==> config.mk <==
export PLATFORM = sky130hd
export DESIGN_NAME = gpio_bank
export DESIGN_NICKNAME = d
export VERILOG_FILES = /design/src/rtl/gpio_bank.sv
export SDC_FILE = /design/constraint.sdc
export NUM_CORES = 1
export LEC_CHECK = 0
export CAP_MARGIN = 10
export CORE_MARGIN = 3
export CORE_UTILIZATION = 45
export DETAILED_ROUTE_END_ITERATION = 7
export PLACE_DENSITY = 0.77
export SYNTH_ARGS = -nofsm -noshare
export SYNTH_HDL_FRONTEND = slang
export SYNTH_SLANG_ARGS = --single-unit
export TNS_END_PERCENT = 1
==> constraint.sdc <==
create_clock -name clk -period 1.9 [get_ports clk]
set_clock_uncertainty 0.2 [all_clocks]
set_input_delay 0.38 -clock clk [delete_from_list [all_inputs] [get_ports clk]]
set_output_delay 0.38 -clock clk [all_outputs]
set_load 0.01 [all_outputs]
Fig. 1: run 1, clock network drawn from the DEF
Drawn at 6 px/um.
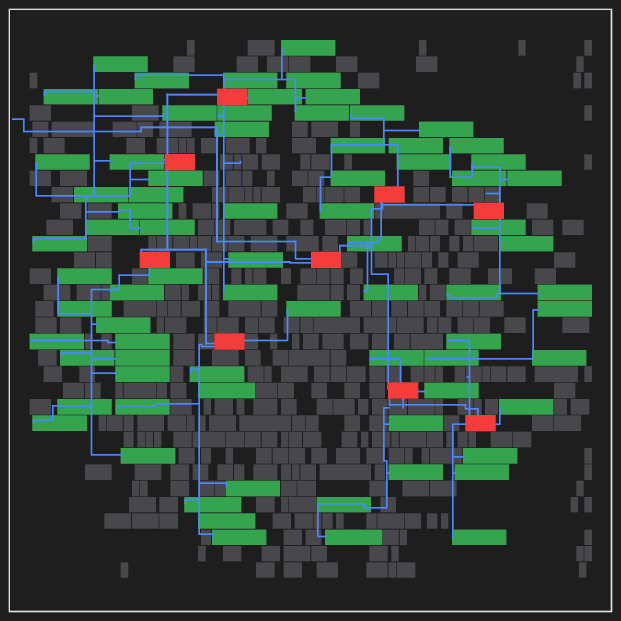
[green] flip-flops | count: 77
[red] clock drivers | count: 9
[blue] clock wires | length: 901 um
routed clock nets: 10
Latency at later pin: 0.35 ns
clock power share: 0.293
power dissipated in the clock network: 1.20 mW

Fig. 2: run 1, I/O pins on the die edge
Drawn at 3 px/um. Pins as bars across the die edge, other pins in gray.
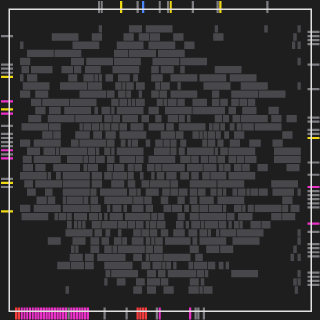
| color | port | pins | direction | edge |
|---|---|---|---|---|
| red | addr | 6 | input | bottom |
| blue | irq | 1 | output | top |
| magenta | wdata | 32 | input | 26 bottom, 4 left, 2 right |
| yellow | gpio_i | 8 | input | 4 left, 3 top, 1 right |
Chip Width: 100 um
die extent in y: 100 um
number of buffers inserted by port buffering: 49

Fig. 3: run 1, cell classes on the final placement
Drawn at 4 px/um. Fill, decap, tap and diode cells in gray.
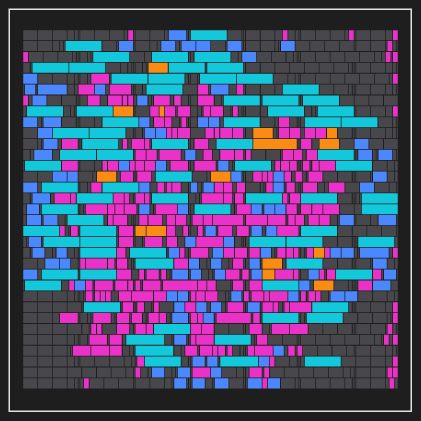
| color | class | cells | share of their area |
|---|---|---|---|
| cyan | flops | 77 | 39% |
| orange | clock drivers and dummy loads | 15 | 3.8% |
| magenta | combinational and other logic | 264 | 38% |
| blue | other buffers and delay cells | 109 | 19% |
cell area after layout: 0.00514 mm^2
share of the core filled with cells: 0.611
fraction of area in registers: 0.376
Std-Cell Rows: 33
core area: 0.00842 mm^2

==> highlights.md, run 1 <==
• **net switching fraction of the power** 0.301
• **buffer depth of the longest clock path** 2
• **yosys stat chip area** 0.00399 mm^2
• **Yosys Instances** 360
• **Syn. warnings** 0
• **# DRC** 0
• **met1 GRT Util** 0.268
• **GR peak layer** met2
• **die area** 0.0100 mm^2
• **Final min period** 1.89 ns
• **Yosys top cell area share** 0.483
• **vias in the first global route** 3216
• **number of DRC markers after the initial detailed-route iteration** 222
• **path category of the worst min-delay check** in2reg
• **Comb gate area** 0.00183 mm^2
• **TritonCTS clock tree** done
• **Final Hold Vio Count** 0
• **syn_area_per_cell** 11.1 um^2
• **Post-CTS Resized** 31
• **mux contribution to synthesized area** 0.0684
• **met3 capacity usage during global routing** 0.0556
• **final routed wirelength across all metal layers** 10300 um
• **layout cells sized above 1** 0.228
• **met3 wire length** 683 um
• **pin count of the biggest net entering global routing** 78
• **layout overhead on the synthesized area** 29.0%
• **Placement Cell Area** 0.00484 mm^2
• **root buffer cell** clkbuf_8
• **number of nets at the end of the flow** 529
• **number of buffers added for setup after CTS** 3
• **highest metal used** met4
• **arrival time reported for the critical path endpoint** 1.93 ns
• **commonest cells after routing, fill and taps aside** dfrtp_1, buf_4, clkdlybuf4s50_1
• **maxcap violations** 0
• **Max IR drop VDD** 0.456 mV
• **H-tree lvl count** 3
• **I/O Pins** 100
• **internal portion of total power** 2.87 mW
• **netlist area before placement** 0.00399 mm^2
• **worst setup path category** reg2reg
• **met2 usage** 0.349
• **outcome** finished, final reports clean
• **synth top area cells** dfrtp_1, ha_1, buf_4, o21ai_0, mux2_2
• **area taken by flip-flops and latches** 0.00193 mm^2
• **area fraction in xor and xnor cells** 0.00439
• **crit path launch type** register
• **clk sinks** 77
• **Routability Congestion** 0.904
• **per-cell routed wire length** 18.1 um
• **number of hold buffers added after CTS** 1
• **# diodes** 0
• **path depth of the worst reg2reg path** 5
• **Simple-Gate Fraction of Synth Area** 0.128
• **FFs w/ async S/R, synth** 1.00
• **number of different library cells in the post-synthesis netlist** 53
• **met2 layer wire length in the routed design** 5060 um
• **fmax** 528 MHz
• **cell type with the highest aggregate area in the netlist** dfrtp_1
• **sequential cell fraction of total power** 0.491
• **count of tool warnings** 62
• **total congestion overflow** 0
• **wire length of the first global-routing pass** 16500 um
• **Pwr Total** 4.11 mW
• **via count of the routed design** 3168
• **switching pwr** 1.23 mW
• **post-synthesis compound-gate area fraction** 0.163
• **final slew viol count** 0
• **Leakage** 2.46 nW
• **cells after synthesis** 360
• **unrepaired setup endpoints after global routing** true
• **dominant register cell in the synthesized netlist** dfrtp_1
• **sequential-to-total area share from yosys stat** 0.483
• **initial antenna violation count** 0
• **Combinational Power Share** 0.216
• **post-detail-place hpwl** 7500 um
• **number of flops mapped to enable cells by yosys** 0
• **routed vias/inst** 5.56
• **required time of the critical path** 1.93 ns
• **critical path endpoint category** register
• **TritonCTS buffer count** 9
• **pwr/cell area** 799 mW/mm^2
run 1: cell type report:
cell class	instances	area share
clock buffers	10	0.0248
well taps	105	0.0255
inverters	25	0.0182
flip-flops and latches	77	0.376
repair buffers	109	0.189
multi-input cells	239	0.355
clock inverters	5	0.0119
run 1: power groups by stage:
stage / logic [mW] / clock network (mW) / registers, mW
final: 0.888 / 1.20 / 2.02
after global routing: 0.984 / 1.30 / 2.04
after CTS: 0.875 / 1.24 / 2.01
after detailed placement: 0.889 / 0 / 2.03
after global placement: 0.849 / 0 / 2.02
after floorplan: 0.446 / 0 / 2.00
run 1: Yosys cell counts, types with 3 or more instances:
cell type	instances
dfrtp_1	77
buf_4	28
inv_1	25
o21ai_0	24
nand2_1	20
ha_1	18
nand3b_1	14
a221oi_1	12
mux2_2	10
nor2_1	10
a21o_1	8
a31oi_1	8
buf_2	8
mux2_1	8
mux2i_1	7
o2bb2ai_1	7
o31ai_1	7
a21oi_1	5
nand2b_1	5
a21boi_0	4
nor3b_1	4
or2_2	4
a2111oi_0	3
and3_1	3
nand4_1	3
o22ai_1	3
run 1: worst max-delay path, cell delays in order (launching register included):
cell and delay [ns]:
dfrtp_1 0.39, and3b_2 0.27, buf_12 0.13, nor4bb_1 0.20
buf_4 0.27, mux2_4 0.32
run 1: metrics by stage:
stage | util | TNS (ns) | std cells | hold WS [ns] | setup slack (ns)
floorplan | - | 0 | 383 | -0.116 | 0.00155
global placement | 0.575 | -17.40 | 550 | 0.132 | -0.553
detailed placement | 0.575 | -18.59 | 550 | 0.136 | -0.591
CTS | 0.605 | -0.150 | 570 | 0.155 | -0.0284
global route | 0.611 | -0.231 | 570 | 0.137 | -0.0330
finish | 0.611 | 0 | 570 | 0.133 | 0.00611
Fig. 4: run 1, clock nets
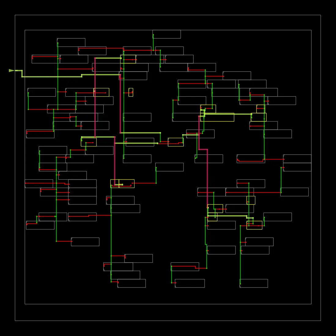

==> inputs of run 2 (changes only) <==
--- a/config.mk
+++ b/config.mk
@@ -10,6 +10,7 @@
 export CORE_UTILIZATION = 45
 export DETAILED_ROUTE_END_ITERATION = 7
 export PLACE_DENSITY = 0.77
+export SKIP_CTS_REPAIR_TIMING = 1
 export SYNTH_ARGS = -nofsm -noshare
 export SYNTH_HDL_FRONTEND = slang
 export SYNTH_SLANG_ARGS = --single-unit
Fig. 5: run 2, clock nets
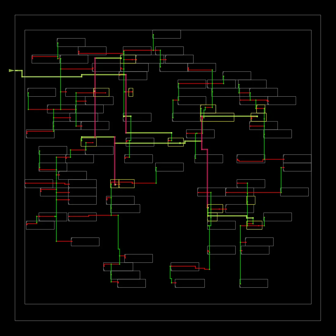
power dissipated in the clock network: 1.21 mW
layout clock buffer count: 10
clk sinks: 77

Fig. 6: run 2, cell classes on the final placement
Drawn at 4 px/um. Fill, decap, tap and diode cells in gray.
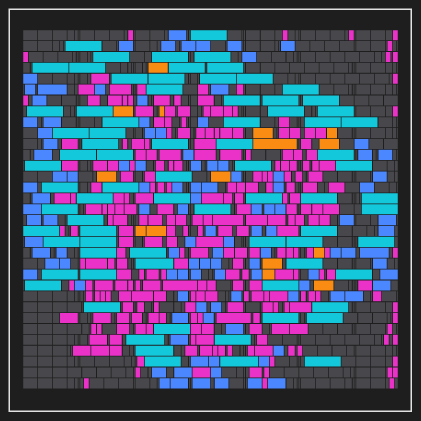
| color | class | cells | share of their area |
|---|---|---|---|
| cyan | flops | 77 | 38% |
| blue | other buffers and delay cells | 114 | 21% |
| magenta | combinational and other logic | 264 | 38% |
| orange | clock drivers and dummy loads | 15 | 3.7% |
fraction of area in registers: 0.368
share of the core filled with cells: 0.623
cell area after layout: 0.00525 mm^2

==> run 2 against run 1 <==
- largest cell class unchanged
- critical endpoint is now gpio_o[1]
- hold slack better by 0.0073 ns
- cell area up 2.0%
- combinational power up 5.5%
- the flow now finishes with violations (negative setup slack)
- area after synthesis unchanged
==> highlights.md, run 2 <==
• **sequential-to-total area share from yosys stat** 0.483, unchanged
• **post-placement worst setup slack** -0.591 ns, unchanged
• **count of tool warnings** 61, -1.6%
• **pwr/cell area** 791 mW/mm^2, -0.90%
• **most frequently used cell type in the post-synthesis netlist** dfrtp_1
• **die extent in y** 100 um, unchanged
• **TritonCTS clock tree** done
• **FFs w/ async S/R, synth** 1.00, unchanged
• **number of buffers inserted by port buffering** 49, unchanged
• **initial antenna violation count** 0, unchanged
• **root buffer cell** clkbuf_8
• **Syn. warnings** 0, unchanged
• **Critical Path Stages** 7, +2
• **number of different library cells in the post-synthesis netlist** 53, unchanged
• **cell type with the highest aggregate area in the netlist** dfrtp_1
• **yosys stat chip area** 0.00399 mm^2, unchanged
• **arrival time reported for the critical path endpoint** 1.98 ns, +0.05 ns
• **netlist area before placement** 0.00399 mm^2, unchanged
• **post-detail-place hpwl** 7500 um, unchanged
• **aggregate negative setup slack** -0.0499 ns, -0.0499 ns
• **syn_area_per_cell** 11.1 um^2, unchanged
• **path depth of the worst reg2reg path** 5, unchanged
• **Yosys Instances** 360, unchanged
• **Final min period** 1.95 ns, +0.0548 ns
• **# DRC** 0, unchanged
• **maxcap violations** 0, unchanged
• **number of buffers and inverters on the critical path** 2, unchanged
• **Final Worst Setup Slack** -0.0487 ns, -0.0548 ns
• **buffer depth of the longest clock path** 2, unchanged
• **core area** 0.00842 mm^2, unchanged
• **TritonCTS buffer count** 9, unchanged
• **crit path launch type** input port
• **die area** 0.0100 mm^2, unchanged
• **fillers** 663
• **cells after synthesis** 360, unchanged
• **slowest cell delay on critical path** 0.49 ns, +0.10 ns
• **worst setup path category** in2reg
• **# diodes** 0, unchanged
• **dominant register cell in the synthesized netlist** dfrtp_1
• **number of flops mapped to enable cells by yosys** 0, unchanged
• **via count of the routed design** 3228, +1.9%
• **failing checks** negative setup slack
• **Std-Cell Rows** 33, unchanged
• **layout overhead on the synthesized area** 31.5%
• **vias in the first global route** 3182, -1.1%
• **final routed wirelength across all metal layers** 10500 um, +2.1%
• **wire length of the first global-routing pass** 16300 um, -1.6%
• **I/O Pins** 100, unchanged
• **master of the slowest instance on the critical path** clkdlybuf4s50_1
• **number of DRC markers after the initial detailed-route iteration** 246, +11%
• **critical path endpoint category** register
• **final setup violating endpoints** 2
• **required time of the critical path** 1.93 ns, about the same
• **routed vias/inst** 5.61, +1.0%
• **number of nets at the end of the flow** 534, +0.95%
• **Routability Congestion** 0.904, unchanged
• **Max IR drop VDD** 0.458 mV, +0.59%
• **synth top area cells** dfrtp_1, ha_1, buf_4, o21ai_0, mux2_2
• **Leakage** 2.59 nW, +5.3%
• **per-cell routed wire length** 18.3 um, +1.3%
• **outcome** complete, but fails checks
• **Yosys top cell area share** 0.483, unchanged
• **most common library cells after synthesis** dfrtp_1, buf_4, inv_1
• **total congestion overflow** 0, unchanged
• **floorplan core density** 0.473
• **pin count of the biggest net entering global routing** 78, unchanged
• **Top delay family on crit path** buffers and inverters
• **Latency at later pin** 0.35 ns, about the same
• **unrepaired setup endpoints after global routing** true
• **Slew headroom** 0.628
• **commonest cells after routing, fill and taps aside** dfrtp_1, buf_4, clkdlybuf4s50_1
• **path category of the worst min-delay check** in2reg
• **fmax** 513 MHz, -2.8%
## run 2: cell counts after synthesis
Identical to the previous run, type by type.
## run 2: routing by layer
| metal | wire length, um | global-route usage | vias up |
|---|---|---|---|
| met2 | 5220 | 0.346 | 159 |
| met5 | 0 | 0 | - |
| met1 | 4250 | 0.268 | 1588 |
| met3 | 771 | 0.0473 | 25 |
| met4 | 287 | 0.0839 | 0 |
| li1 | - | - | 1456 |
## run 2: metrics by stage
step	std cells	util	cell area (um^2)	power, mW	hold WS (ns)
2_1_floorplan	383	-	4070	2.45	-0.116
3_3_place_gp	550	0.575	4840	2.87	0.132
3_5_place_dp	550	0.575	4840	2.92	0.136
4_1_cts	565	0.597	5030	4.14	-0.157
5_1_grt	575	0.623	5250	4.36	0.138
6_report	575	0.623	5250	4.15	0.140
## run 2: power breakdown
group	switching [mW]	leakage, nW	internal (mW)
combinational	0.459	1.57	0.478
clock	0.602	0.0850	0.604
sequential	0.184	0.928	1.82
total	1.25	2.59	2.91
## run 2: layout make-up
type                    instances  area (um^2)  share of cell area
multi-input cells             239         1840               0.350
well taps                     105          131              0.0250
inverters                      25         93.8              0.0179
repair buffers                114         1060               0.203
clock buffers                  10          128              0.0243
flip-flops and latches         77         1930               0.368
clock inverters                 5         61.3              0.0117
## run 2: cells by family after synthesis
group	Yosys count	share of synthesized area
adder cells (fa/ha/maj)	18	0.0565
buffers and inverters	67	0.0957
other	1	0.000940
AND-OR/OR-AND	90	0.163
XOR/XNOR	2	0.00439
flip-flops	77	0.483
multiplexers	25	0.0684
AND/OR/NAND/NOR	80	0.128
Power and IR drop assume default switching activity.
